--- src/rtl/sap_ctrl_pkg.sv ---
// sap_ctrl_pkg: opcodes, FSM states and strobe vector shared by the SAP sequencer
package sap_ctrl_pkg;
  localparam int SAP_DATA_W = 8;
  localparam logic [2:0] OP_NOP  = 3'd0;
  localparam logic [2:0] OP_LDA  = 3'd1;
  localparam logic [2:0] OP_LDB  = 3'd2;
  localparam logic [2:0] OP_ADD  = 3'd3;
  localparam logic [2:0] OP_SUB  = 3'd4;
  localparam logic [2:0] OP_OUT  = 3'd5;
  localparam logic [2:0] OP_CLR  = 3'd6;
  localparam logic [2:0] OP_HALT = 3'd7;
  typedef enum logic [2:0] {
    S_IDLE, S_LOAD, S_SETTLE, S_WRITE, S_OUTCAP, S_OUTWAIT, S_HALT
  } state_t;
  typedef struct packed {
    logic nla;
    logic nlb;
    logic ea;
    logic eb;
    logic eu;
    logic sub;
    logic imm_oe;
  } strobe_t;
  localparam strobe_t STROBE_OFF = 7'b1100000;
endpackage

--- src/rtl/sap_ctrl_decode.sv ---
// sap_ctrl_decode: maps (state, op) to the datapath strobe vector
module sap_ctrl_decode
  import sap_ctrl_pkg::*;
(
  input  state_t     state,
  input  logic [2:0] op,
  output strobe_t    strobe
);
  // the load state drives the immediate; ALU states drive Eu; WRITE also loads A
  always_comb begin
    strobe = STROBE_OFF;
    strobe.imm_oe = state == S_LOAD;
    strobe.nla = !((state == S_LOAD && op != OP_LDB) || state == S_WRITE);
    strobe.nlb = !(state == S_LOAD && op == OP_LDB);
    strobe.eu = state == S_SETTLE || state == S_WRITE;
    strobe.sub = (state == S_SETTLE || state == S_WRITE) && op == OP_SUB;
    strobe.ea = state == S_OUTCAP;
  end
endmodule

--- src/rtl/sap_ctrl_sequencer.sv ---
// sap_ctrl_sequencer: expands handshaked SAP instructions into timed datapath strobes
module sap_ctrl_sequencer
  import sap_ctrl_pkg::*;
#(
  parameter int DATA_W     = SAP_DATA_W,
  parameter int ALU_SETTLE = 1
) (
  input  logic              clk,
  input  logic              rst_n,
  input  logic              instr_valid,
  output logic              instr_ready,
  input  logic [2:0]        instr_op,
  input  logic [DATA_W-1:0] instr_imm,
  input  logic [DATA_W-1:0] bus_in,
  input  logic              cf_in,
  input  logic              zf_in,
  output logic              imm_oe,
  output logic [DATA_W-1:0] imm_out,
  output logic              nLa,
  output logic              nLb,
  output logic              Ea,
  output logic              Eb,
  output logic              Eu,
  output logic              sub,
  output logic              cf,
  output logic              zf,
  output logic              out_valid,
  input  logic              out_ready,
  output logic [DATA_W-1:0] out_data,
  output logic              busy,
  output logic              halted
);
  state_t state, state_n;
  logic [2:0] op_q, op_n, cnt;
  logic accept;
  strobe_t strobe_n, strobe_q;
  assign instr_ready = state == S_IDLE;
  assign busy = state != S_IDLE;
  assign halted = state == S_HALT;
  assign accept = instr_valid && instr_ready;
  assign op_n = accept ? instr_op : op_q;
  assign {nLa, nLb, Ea, Eb, Eu, sub, imm_oe} = strobe_q;
  // next-state selection; the op seen here is the one being accepted this cycle
  always_comb begin
    state_n = state;
    case (state)
      S_IDLE:
        if (accept)
          state_n = op_n == OP_NOP ? S_IDLE :
                    (op_n == OP_LDA || op_n == OP_LDB || op_n == OP_CLR) ? S_LOAD :
                    (op_n == OP_ADD || op_n == OP_SUB) ? S_SETTLE :
                    op_n == OP_OUT ? S_OUTCAP : S_HALT;
      S_LOAD:    state_n = S_IDLE;
      S_SETTLE:  state_n = cnt == 3'd0 ? S_WRITE : S_SETTLE;
      S_WRITE:   state_n = S_IDLE;
      S_OUTCAP:  state_n = S_OUTWAIT;
      S_OUTWAIT: state_n = out_ready ? S_IDLE : S_OUTWAIT;
      S_HALT:    state_n = S_HALT;
      default:   state_n = S_IDLE;
    endcase
  end
  sap_ctrl_decode u_decode (
    .state  (state_n),
    .op     (op_n),
    .strobe (strobe_n)
  );
  // state, op latch, settle down-counter and registered strobes (drop async on reset)
  always_ff @(posedge clk or negedge rst_n) begin
    if (!rst_n) begin
      state    <= S_IDLE;
      op_q     <= OP_NOP;
      cnt      <= 3'd0;
      strobe_q <= STROBE_OFF;
    end else begin
      state    <= state_n;
      op_q     <= op_n;
      strobe_q <= strobe_n;
      cnt      <= accept ? 3'(ALU_SETTLE - 1) : state == S_SETTLE ? cnt - 3'd1 : cnt;
    end
  end
  // immediate latch, flags captured at the end of WRITE, OUT capture and host handshake
  always_ff @(posedge clk or negedge rst_n) begin
    if (!rst_n) begin
      imm_out   <= '0;
      cf        <= 1'b0;
      zf        <= 1'b0;
      out_valid <= 1'b0;
      out_data  <= '0;
    end else begin
      if (accept && (instr_op == OP_LDA || instr_op == OP_LDB || instr_op == OP_CLR))
        imm_out <= instr_op == OP_CLR ? '0 : instr_imm;
      if (state == S_WRITE) begin
        cf <= cf_in;
        zf <= zf_in;
      end
      if (state == S_OUTCAP) begin
        out_data  <= bus_in;
        out_valid <= 1'b1;
      end else if (state == S_OUTWAIT && out_ready)
        out_valid <= 1'b0;
    end
  end
  assert property (@(posedge clk) disable iff (!rst_n)
    $onehot0({strobe_q.imm_oe, strobe_q.ea, strobe_q.eb, strobe_q.eu}));
endmodule

--- config.mk ---
export PLATFORM = sky130hd
export DESIGN_NAME = sap_ctrl_sequencer
export DESIGN_NICKNAME = d
export VERILOG_FILES = /design/src/rtl/sap_ctrl_pkg.sv /design/src/rtl/sap_ctrl_decode.sv /design/src/rtl/sap_ctrl_sequencer.sv
export SDC_FILE = /design/constraint.sdc
export NUM_CORES = 1
export LEC_CHECK = 0
export CAP_MARGIN = 20
export CORE_MARGIN = 2
export CORE_UTILIZATION = 46
export DETAILED_ROUTE_END_ITERATION = 8
export PLACE_DENSITY = 0.84
export SLEW_MARGIN = 20
export SYNTH_ARGS = -nofsm -noshare
export SYNTH_HDL_FRONTEND = slang
export SYNTH_SLANG_ARGS = --single-unit
--- constraint.sdc ---
create_clock -name clk -period 3.7 [get_ports clk]
set_clock_uncertainty 0.2 [all_clocks]
set_input_delay 0.74 -clock clk [delete_from_list [all_inputs] [get_ports clk]]
set_output_delay 0.74 -clock clk [all_outputs]
set_load 0.005 [all_outputs]
Fig. 1: where the registers sit
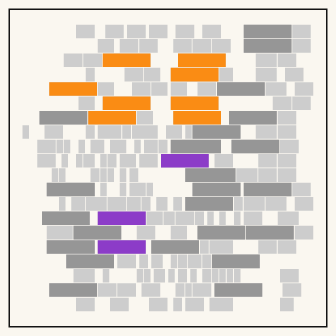
| colour | signal | flops |
|---|---|---|
| purple | `state` | 3 |
| orange | `imm_out` | 8 |

Fig. 2: track usage over the die
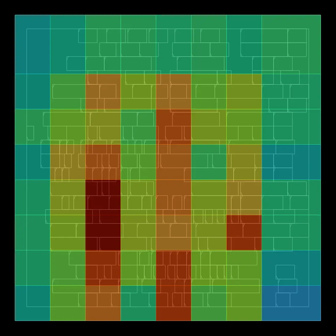
global routing met2 resource utilization: 29.50%
final core occ: 67.79%
busiest grt layer: met2

==> metrics.csv <==
metric,value,unit
worst_pin_slew,0.8279,ns
initCoreUtil,47.75,%
max_freq,363.1,MHz
lay_top_cells,"sky130_fd_sc_hd__clkdlybuf4s50_1, sky130_fd_sc_hd__dfrtp_1, sky130_fd_sc_hd__nand2_1, sky130_fd_sc_hd__mux2_2",
synth.distinct_cells,30,
die-area,0.003580,sq mm
cp-start-kind,input pin,
max_slew_margin,44.38,%
tritoncts_num_sinks,34,
vias_per_cell,5.230,
mappedNetlistArea,0.001434,sq mm
design_area,0.002036,sq mm
muxShareOfSynthArea,7.853,%
placeableCoreArea,0.003003,sq mm
drc,0,
power_density,743.5,mW/mm^2
critical_path_depth,4,
area.combinational,511.7,sq um
yosys.area_share.xor_xnor,0.6108,%
pre_cts_ws,0.6237,ns
antenna_found_initial,0,
globalplace.congestion,0.7774,
rrSetupSlack,1.26,ns
critical_path_class,in2reg,
synth.yosys.seq_area_share,59.51,%
drive_gt1_share,13.89,%
first_global_vias,1053,
diodes_inserted,0,
kind_of_path_behind_the_tightest_hold_check,reg2reg,
dr.first_iter.drc_count,36,
final-setup-viol-count,0,
gr_util_all_layers,17.77,%
critPathRequiredTime,3.77,ns
worst_path_buffer_plus_inverter_count,1,
max-clock-path-buffers,2,
finish.net_count,206,
vdd_ir_drop_max,0.3777,mV
post_synth_and_or_nand_nor_area_fraction,12.57,%
die_y,59.83,microns
cell_count_in_the_yosys_report,124,
cts_tree,yes,
clk_pin_slew_worst_paths,0.10,ns
hold_path_startpoint,cnt[1]$_DFFE_PN0P_,
reg2reg_depth,3,
final_min_period_over_clock_period,74.43,%
finalSetupTns,0,ns
cts.htree.levels,2,
timing.hold.worst_path_depth,2,
grt_max_degree,35,
routed_vias,1114,
finalWirelength,3007,microns
placed_area,0.001976,sq mm
critical_path_launch_point,instr_valid,
die.size.x,59.83,microns
floorplan.io_pins,54,
report.power.total,1514,uW
grt-ovfl-total,0,
stdcell_count,213,
timing.rr.end,imm_out[6]$_DFFE_PN0P_,
cp_delay_by_family_top,simple AND/OR/NAND/NOR gates,
hpwl,2314,microns
dp.cells,205,
final.setup.worst_slack,0.9460,ns
yosysChipArea,0.001434,sq mm
crit_end,imm_out[6]$_DFFE_PN0P_,
kind_of_end_point_of_the_critical_path,flop,
path_max_fanout,9,
outcome,completed,
synthesis_to_layout_area_growth,41.97,%
finalMaxSlewViolations,0,
synth-seq-cells,34,
clock-root-buffer,sky130_fd_sc_hd__clkbuf_4,
crit_arrival,2.83,ns
Yosys cell counts (all sizes together):
library cell,count,area share (%)
o211ai,1,0.87
xnor2,1,0.61
or4b,2,1.7
o21ai,9,3.1
nand2b,2,0.87
mux2,10,7.9
inv,9,2.4
a32oi,1,0.61
or3b,1,0.61
clkbuf,3,0.79
nand3,4,1.4
a21bo,1,0.70
dfstp,2,3.7
nor4b,1,0.61
a31oi,1,0.44
a211o,1,0.70
or3,1,0.44
dfrtp,32,56
a22o,9,5.5
nor4,1,0.44
nor2,7,1.8
ha,2,1.7
buf,3,1.7
conb,1,0.26
nand2,14,3.7
nor3,3,1.0
a21oi,2,0.70
worst reg2reg max path: cells and delay by family, from the launching register on:
family	cells	cell delay, ns
AND/OR/NAND/NOR	2	1.45
flip-flops	1	0.50
AND-OR/OR-AND	1	0.23
state kept, by name (all words and copies together), names as in the netlist:
name and count:
cf 1, op_q 3, nLa 1, nLb 1, zf 1, sub 1
out_data 8, Eu 1, imm_out 8, cnt 3, state 3, imm_oe 1
Ea 1, out_valid 1
cell type report:
| cell class | count | area share (%) |
|---|---|---|
| timing repair buffer | 54 | 26.31 |
| clock inverter | 1 | 0.2459 |
| sequential | 34 | 41.92 |
| multi-input combinational | 75 | 25.14 |
| inverter | 9 | 1.659 |
| tap | 33 | 2.028 |
| clock buffer | 7 | 2.704 |
routing by layer:
layer / routed length [microns] / track usage, % / vias to the layer above
met2: 1495 / 29.50 / 37
met5: 0 / 0 / -
met4: 56 / 9.524 / 0
met1: 1271 / 21.28 / 529
met3: 184 / 4.113 / 5
li1: - / - / 543
report_power, final:
group          internal, uW  switching [uW]
Clock                  92.0             116
Sequential              536             108
Combinational           420             241
